$ cat src/rtl/regfile_sequencer.sv
// regfile_sequencer: walks one ALU operation through the regfile bus:
// select indices, read A and B, hand operands to the ALU, then write back the result and optional flags.
module regfile_sequencer #(
    parameter int WORD_WIDTH  = 16,
    parameter int INDEX_WIDTH = 3,
    parameter int CMD_WIDTH   = 3
) (
    input  logic                   i_Clk,
    input  logic                   i_Reset_n,
    input  logic                   i_req_valid,
    output logic                   o_req_ready,
    input  logic [INDEX_WIDTH-1:0] i_idx_a,
    input  logic [INDEX_WIDTH-1:0] i_idx_b,
    input  logic [INDEX_WIDTH-1:0] i_idx_c,
    input  logic                   i_write_flags,
    output logic                   o_op_valid,
    input  logic                   i_op_ready,
    output logic [WORD_WIDTH-1:0]  o_op_a,
    output logic [WORD_WIDTH-1:0]  o_op_b,
    input  logic                   i_res_valid,
    input  logic [WORD_WIDTH-1:0]  i_res_data,
    input  logic [7:0]             i_res_flags,
    output logic                   o_bus_valid,
    output logic [CMD_WIDTH-1:0]   o_bus_command,
    output logic [WORD_WIDTH-1:0]  o_bus_data,
    input  logic                   i_bus_valid,
    input  logic [WORD_WIDTH-1:0]  i_bus_data,
    output logic                   o_done,
    output logic                   o_error
);
    localparam logic [CMD_WIDTH-1:0] COM_NOP      = CMD_WIDTH'(0);
    localparam logic [CMD_WIDTH-1:0] COM_LATCHSEL = CMD_WIDTH'(1);
    localparam logic [CMD_WIDTH-1:0] COM_READA    = CMD_WIDTH'(2);
    localparam logic [CMD_WIDTH-1:0] COM_READB    = CMD_WIDTH'(3);
    localparam logic [CMD_WIDTH-1:0] COM_LATCHC   = CMD_WIDTH'(4);
    localparam logic [CMD_WIDTH-1:0] COM_LATCHF   = CMD_WIDTH'(5);

    if (3 * INDEX_WIDTH > WORD_WIDTH) begin : g_bad_width
        $error("three packed indices must fit in one data word");
    end

    typedef enum logic [3:0] {IDLE, SEL, RDA, RDB, OP, WAIT, WRC, WRF, DONE} state_t;

    state_t                 state_q, state_d;
    logic [INDEX_WIDTH-1:0] idx_a_q, idx_a_d, idx_b_q, idx_b_d, idx_c_q, idx_c_d;
    logic                   wflags_q, wflags_d;
    logic [WORD_WIDTH-1:0]  op_a_q, op_a_d, op_b_q, op_b_d, res_q, res_d;
    logic [7:0]             flags_q, flags_d;

    assign o_op_a = op_a_q;
    assign o_op_b = op_b_q;

    always_comb begin
        state_d       = state_q;
        idx_a_d       = idx_a_q;
        idx_b_d       = idx_b_q;
        idx_c_d       = idx_c_q;
        wflags_d      = wflags_q;
        op_a_d        = op_a_q;
        op_b_d        = op_b_q;
        res_d         = res_q;
        flags_d       = flags_q;
        o_req_ready   = 1'b0;
        o_op_valid    = 1'b0;
        o_bus_valid   = 1'b0;
        o_bus_command = COM_NOP;
        o_bus_data    = '0;
        o_done        = 1'b0;
        o_error       = 1'b0;
        unique case (state_q)
            IDLE: begin
                o_req_ready = 1'b1;
                if (i_req_valid) begin
                    idx_a_d  = i_idx_a;
                    idx_b_d  = i_idx_b;
                    idx_c_d  = i_idx_c;
                    wflags_d = i_write_flags;
                    state_d  = SEL;
                end
            end
            SEL: begin
                o_bus_valid   = 1'b1;
                o_bus_command = COM_LATCHSEL;
                o_bus_data    = WORD_WIDTH'({idx_c_q, idx_b_q, idx_a_q});
                state_d       = RDA;
            end
            RDA: begin
                o_bus_command = COM_READA;
                op_a_d        = i_bus_valid ? i_bus_data : op_a_q;
                o_error       = !i_bus_valid;
                state_d       = i_bus_valid ? RDB : IDLE;
            end
            RDB: begin
                o_bus_command = COM_READB;
                op_b_d        = i_bus_valid ? i_bus_data : op_b_q;
                o_error       = !i_bus_valid;
                state_d       = i_bus_valid ? OP : IDLE;
            end
            OP: begin
                o_op_valid = 1'b1;
                state_d    = i_op_ready ? WAIT : OP;
            end
            WAIT: begin
                if (i_res_valid) begin
                    res_d   = i_res_data;
                    flags_d = i_res_flags;
                    state_d = WRC;
                end
            end
            WRC: begin
                o_bus_valid   = 1'b1;
                o_bus_command = COM_LATCHC;
                o_bus_data    = res_q;
                state_d       = wflags_q ? WRF : DONE;
            end
            WRF: begin
                o_bus_valid   = 1'b1;
                o_bus_command = COM_LATCHF;
                o_bus_data    = WORD_WIDTH'(flags_q);
                state_d       = DONE;
            end
            DONE: begin
                o_done  = 1'b1;
                state_d = IDLE;
            end
            default: state_d = IDLE;
        endcase
    end

    always_ff @(posedge i_Clk or negedge i_Reset_n) begin
        if (!i_Reset_n) begin
            state_q  <= IDLE;
            idx_a_q  <= '0;
            idx_b_q  <= '0;
            idx_c_q  <= '0;
            wflags_q <= 1'b0;
            op_a_q   <= '0;
            op_b_q   <= '0;
            res_q    <= '0;
            flags_q  <= '0;
        end else begin
            state_q  <= state_d;
            idx_a_q  <= idx_a_d;
            idx_b_q  <= idx_b_d;
            idx_c_q  <= idx_c_d;
            wflags_q <= wflags_d;
            op_a_q   <= op_a_d;
            op_b_q   <= op_b_d;
            res_q    <= res_d;
            flags_q  <= flags_d;
        end
    end
endmodule

$ cat config.mk
export PLATFORM = sky130hd
export DESIGN_NAME = regfile_sequencer
export DESIGN_NICKNAME = d
export VERILOG_FILES = /design/src/rtl/regfile_sequencer.sv
export SDC_FILE = /design/constraint.sdc
export NUM_CORES = 1
export LEC_CHECK = 0
export CORE_UTILIZATION = 48
export CTS_CLUSTER_SIZE = 14
export DETAILED_ROUTE_END_ITERATION = 10
export PLACE_DENSITY_LB_ADDON = 0.15
export REMOVE_ABC_BUFFERS = 1
export SYNTH_ARGS = -nofsm -noshare
export SYNTH_HDL_FRONTEND = slang
export SYNTH_SLANG_ARGS = --single-unit
$ cat constraint.sdc
create_clock -name i_Clk -period 2.7 [get_ports i_Clk]
set_clock_uncertainty 0.1 [all_clocks]
set_input_delay 0.54 -clock i_Clk [delete_from_list [all_inputs] [get_ports i_Clk]]
set_output_delay 0.54 -clock i_Clk [all_outputs]
set_load 0.02 [all_outputs]
==> impl_metrics.env, run 1 <==
# flow metrics
export IMPL_outcome="complete, no violations"
export IMPL_vias=2165
export IMPL_fin_ws_ns=0.136
export IMPL_worst_setup_path_type="reg -> out"
export IMPL_diodes=0
export IMPL_sh_seq_area_pct=39.0
export IMPL_wire_per_inst_um=15.9
export IMPL_worstRegToRegCells=5
export IMPL_cts_tree="yes"
export IMPL_final_nets=395
export IMPL_stdcell_area_um2=4500
export IMPL_utilization_pct=74.2
export IMPL_htreeDepth=3
export IMPL_p_int_mw=3.31
export IMPL_grtUsageTotal_pct=21.2
export IMPL_root_buffer="clkbuf_8"
export IMPL_power_density_nw_per_um2=1130
export IMPL_nClkBuffers=9
export IMPL_cp_endpoint="o_bus_command[0]"
export IMPL_viasPerCell=5.17
export IMPL_p_total_mw=5.06
export IMPL_hold_buffers=0
export IMPL_dr_pass1_iters=4
export IMPL_die_area_um2=6780
export IMPL_drv_slew=0
export IMPL_fp_util_pct=51.1
export IMPL_tns_ns=0
export IMPL_grt_use_met1_pct=24.2
export IMPL_buffers_excl_clock=122
export IMPL_p_switching_mw=1.75
export IMPL_drt_total_wl_um=6650
export IMPL_common_cells="dfrtp_1 (70), mux2_2 (46), mux2_4 (20)"
export IMPL_ys_warn_count=0
export IMPL_clkTransAtPathRegs_ns=0.08
export IMPL_ff2ff_setup_slack_ns=0.72
export IMPL_syn_to_final_growth_pct=45.2
export IMPL_clk_latency_ns=0.34
export IMPL_yosys_most_used_dff="dfrtp_1"
export IMPL_power_leakage_nw=2.15
export IMPL_startpoint="state_q[1]"
export IMPL_synth_top_cell_by_area="dfrtp_1"
export IMPL_buffer_area_share_pct=26.6
export IMPL_met2_length_um=3280
export IMPL_ys_types=37
export IMPL_ys_area_um2=3100
export IMPL_top_cell="dfrtp_1"
export IMPL_met3_usage_pct=7.36
export IMPL_dp_hpwl_um=4690
export IMPL_layout_area_comb_um2=1230
export IMPL_cts_resized_gates=17
==> run 1: sequential cells by signal, summed over array words and instances (netlist names) <==
| name | flops |
|---|---|
| wflags_q | 1 |
| idx_a_q | 3 |
| flags_q | 8 |
| o_op_b | 16 |
| idx_c_q | 3 |
| idx_b_q | 3 |
| state_q | 4 |
| o_op_a | 16 |
| res_q | 16 |
==> run 1: cell families (layout without fill, tap and decap cells) <==
kind of cell	count (synthesis)	count (layout)	share of synthesized area [%]
DFF	70	70	56.6
muxes	67	67	26.7
and+or+nand+nor	49	49	9.21
buffers and inverters	17	142	3.60
AOI/OAI and AO/OA	16	16	3.88
==> run 1: critical path: stages (launching register included) <==
cell and delay [ns]:
dfrtp_1 0.49, buf_4 0.19, inv_1 0.07, a211oi_1 0.20, clkdlybuf4s50_1 0.64
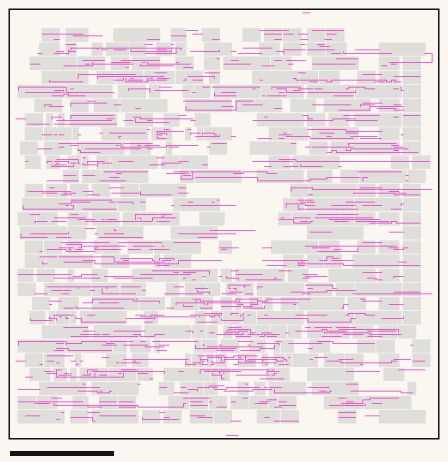
Run 1: signal wires on met1
Bar = 20 um. Cells faint in the background.
nets with wire on the layer: 322
main direction: horizontal
longest straight run: 25.8 um

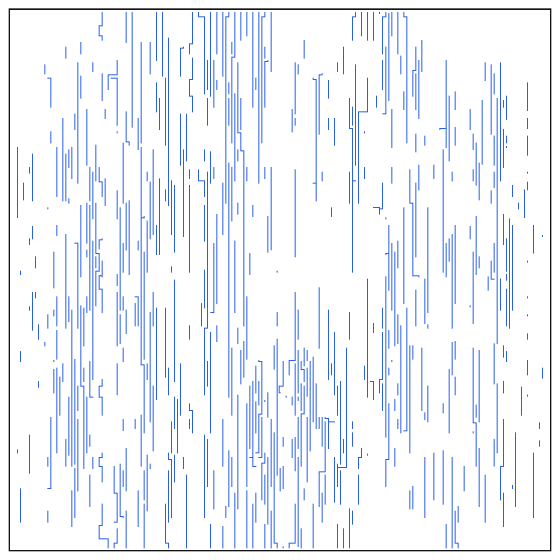
Run 1: met2 routing
main direction: vertical
nets with wire on the layer: 370
wire length on this layer: 3,280 um

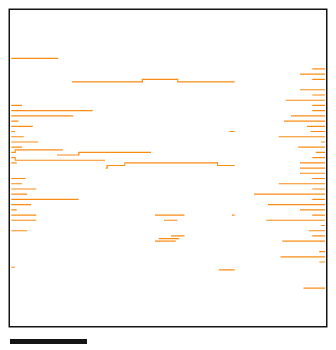
Run 1: the metal 3 layer
Bar = 20 um.
longest straight run: 24.1 um
share of all routed wire: 7.9%
main direction: horizontal
nets with wire on the layer: 67

==> run 1 -> run 2 <==
Settings changed: RECOVER_POWER set to 50.
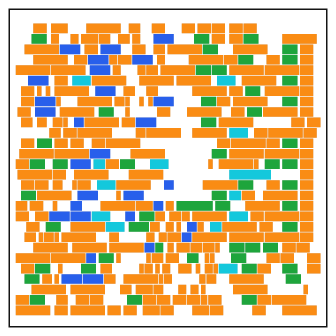
Run 2: cell sizes after repair
[drive 1 or less] orange | cells: 251 | share: 73%
[drive 3 to 4] blue | cells: 29 | share: 8.4%
[drive 6 and up] cyan | cells: 13 | share: 3.8%
[drive 2] green | cells: 51 | share: 15%

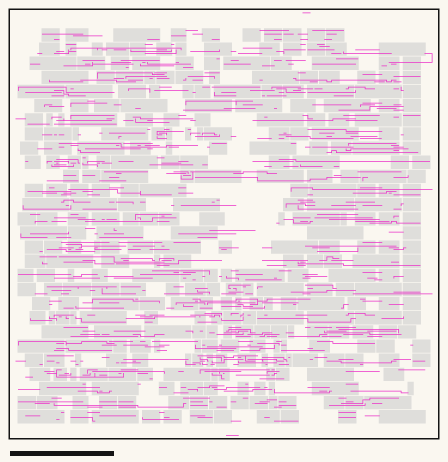
Run 2: signal wires on met1
Bar = 20 um. Cells faint in the background.
wire length on this layer: 2,770 um
nets with wire on the layer: 323
longest straight run: 25.8 um

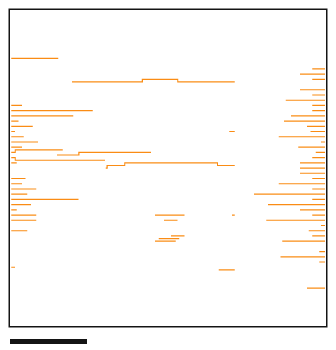
Run 2: the metal 3 layer
Bar = 20 um.
share of all routed wire: 7.9%
longest straight run: 24.1 um
wire length on this layer: 522 um

==> run 2 against run 1 <==
Via count fell by 0.18%. Critical path depth did not move. Combinational power barely moved. Sequential share of layout area rose by 0.28 points. Critical endpoint unchanged. Routed wire length barely moved. Global-route usage did not move. Highest routed layer unchanged. Register-to-register slack got worse by 0.30 ns. Worst setup slack improved by 0.0015 ns. Critical path type unchanged.
==> impl_metrics.env, run 2 <==
# flow metrics
export IMPL_outcome="complete, no violations"
export IMPL_clkTransAtPathRegs_ns=0.08
export IMPL_drv_slew=0
export IMPL_wire_per_inst_um=15.9
export IMPL_ys_sh_mux_pct=26.7
export IMPL_fin_ws_ns=0.137
export IMPL_met2_length_um=3280
export IMPL_yosys_most_used_dff="dfrtp_1"
export IMPL_yosys_area_share_simple_pct=9.21
export IMPL_hold_buffers=0
export IMPL_dr_pass1_iters=4
export IMPL_worst_setup_path_type="reg -> out"
export IMPL_power_density_nw_per_um2=1130
export IMPL_ys_sh_xor_pct=0
export IMPL_root_buffer="clkbuf_8"
export IMPL_ys_types=37
export IMPL_ys_warn_count=0
export IMPL_tns_ns=0
export IMPL_ff2ff_setup_slack_ns=0.42
export IMPL_ys_top_logic_family="multiplexers"
export IMPL_ys_sh_aoi_pct=3.88
export IMPL_drt_total_wl_um=6650
export IMPL_fp_util_pct=51.1
export IMPL_startpoint="state_q[1]"
export IMPL_diodes=0
export IMPL_vias=2161
export IMPL_die_area_um2=6780
export IMPL_cts_resized_gates=17
export IMPL_final_nets=395
export IMPL_cp_endpoint="o_bus_command[0]"
export IMPL_yosys_area_share_adder_pct=0
export IMPL_ys_area_um2=3100
export IMPL_syn_to_final_growth_pct=44.1
export IMPL_synth_top_cell_by_area="dfrtp_1"
export IMPL_cts_tree="yes"
export IMPL_common_cells="dfrtp_1 (70), mux2_2 (46), mux2_4 (20)"
export IMPL_grtUsageTotal_pct=21.2
export IMPL_met3_usage_pct=7.36
export IMPL_htreeDepth=3
export IMPL_utilization_pct=73.6
export IMPL_viasPerCell=5.16
-- run 2: report_power, final --
part / switching [mW] / internal [mW] / leakage, nW
sequential: 0.292 / 1.56 / 0.849
combinational: 1.03 / 1.30 / 1.17
clock: 0.422 / 0.437 / 0.0968
-- run 2: layout make-up --
class	instances	share of cell area, %
Clock inverter	7	1.79
Timing Repair Buffer	122	26.0
Multi-Input combinational cell	132	27.7
Inverter	4	0.336
Tap cell	75	2.10
Clock buffer	9	2.78
Sequential cell	70	39.3
-- run 2: cell families (layout without fill, tap and decap cells) --
family          count (synthesis)  count (layout)
compound gates                 16              16
simple gates                   49              49
buf+inv                        17             142
mux                            67              67
flops                          70              70
-- run 2: critical path: stages, from the launching register on --
cell	delay, ns
dfrtp_1	0.49
buf_4	0.19
inv_1	0.07
a211oi_1	0.20
clkdlybuf4s50_1	0.64
No activity file was given, so power comes from the tool's default toggle rates.
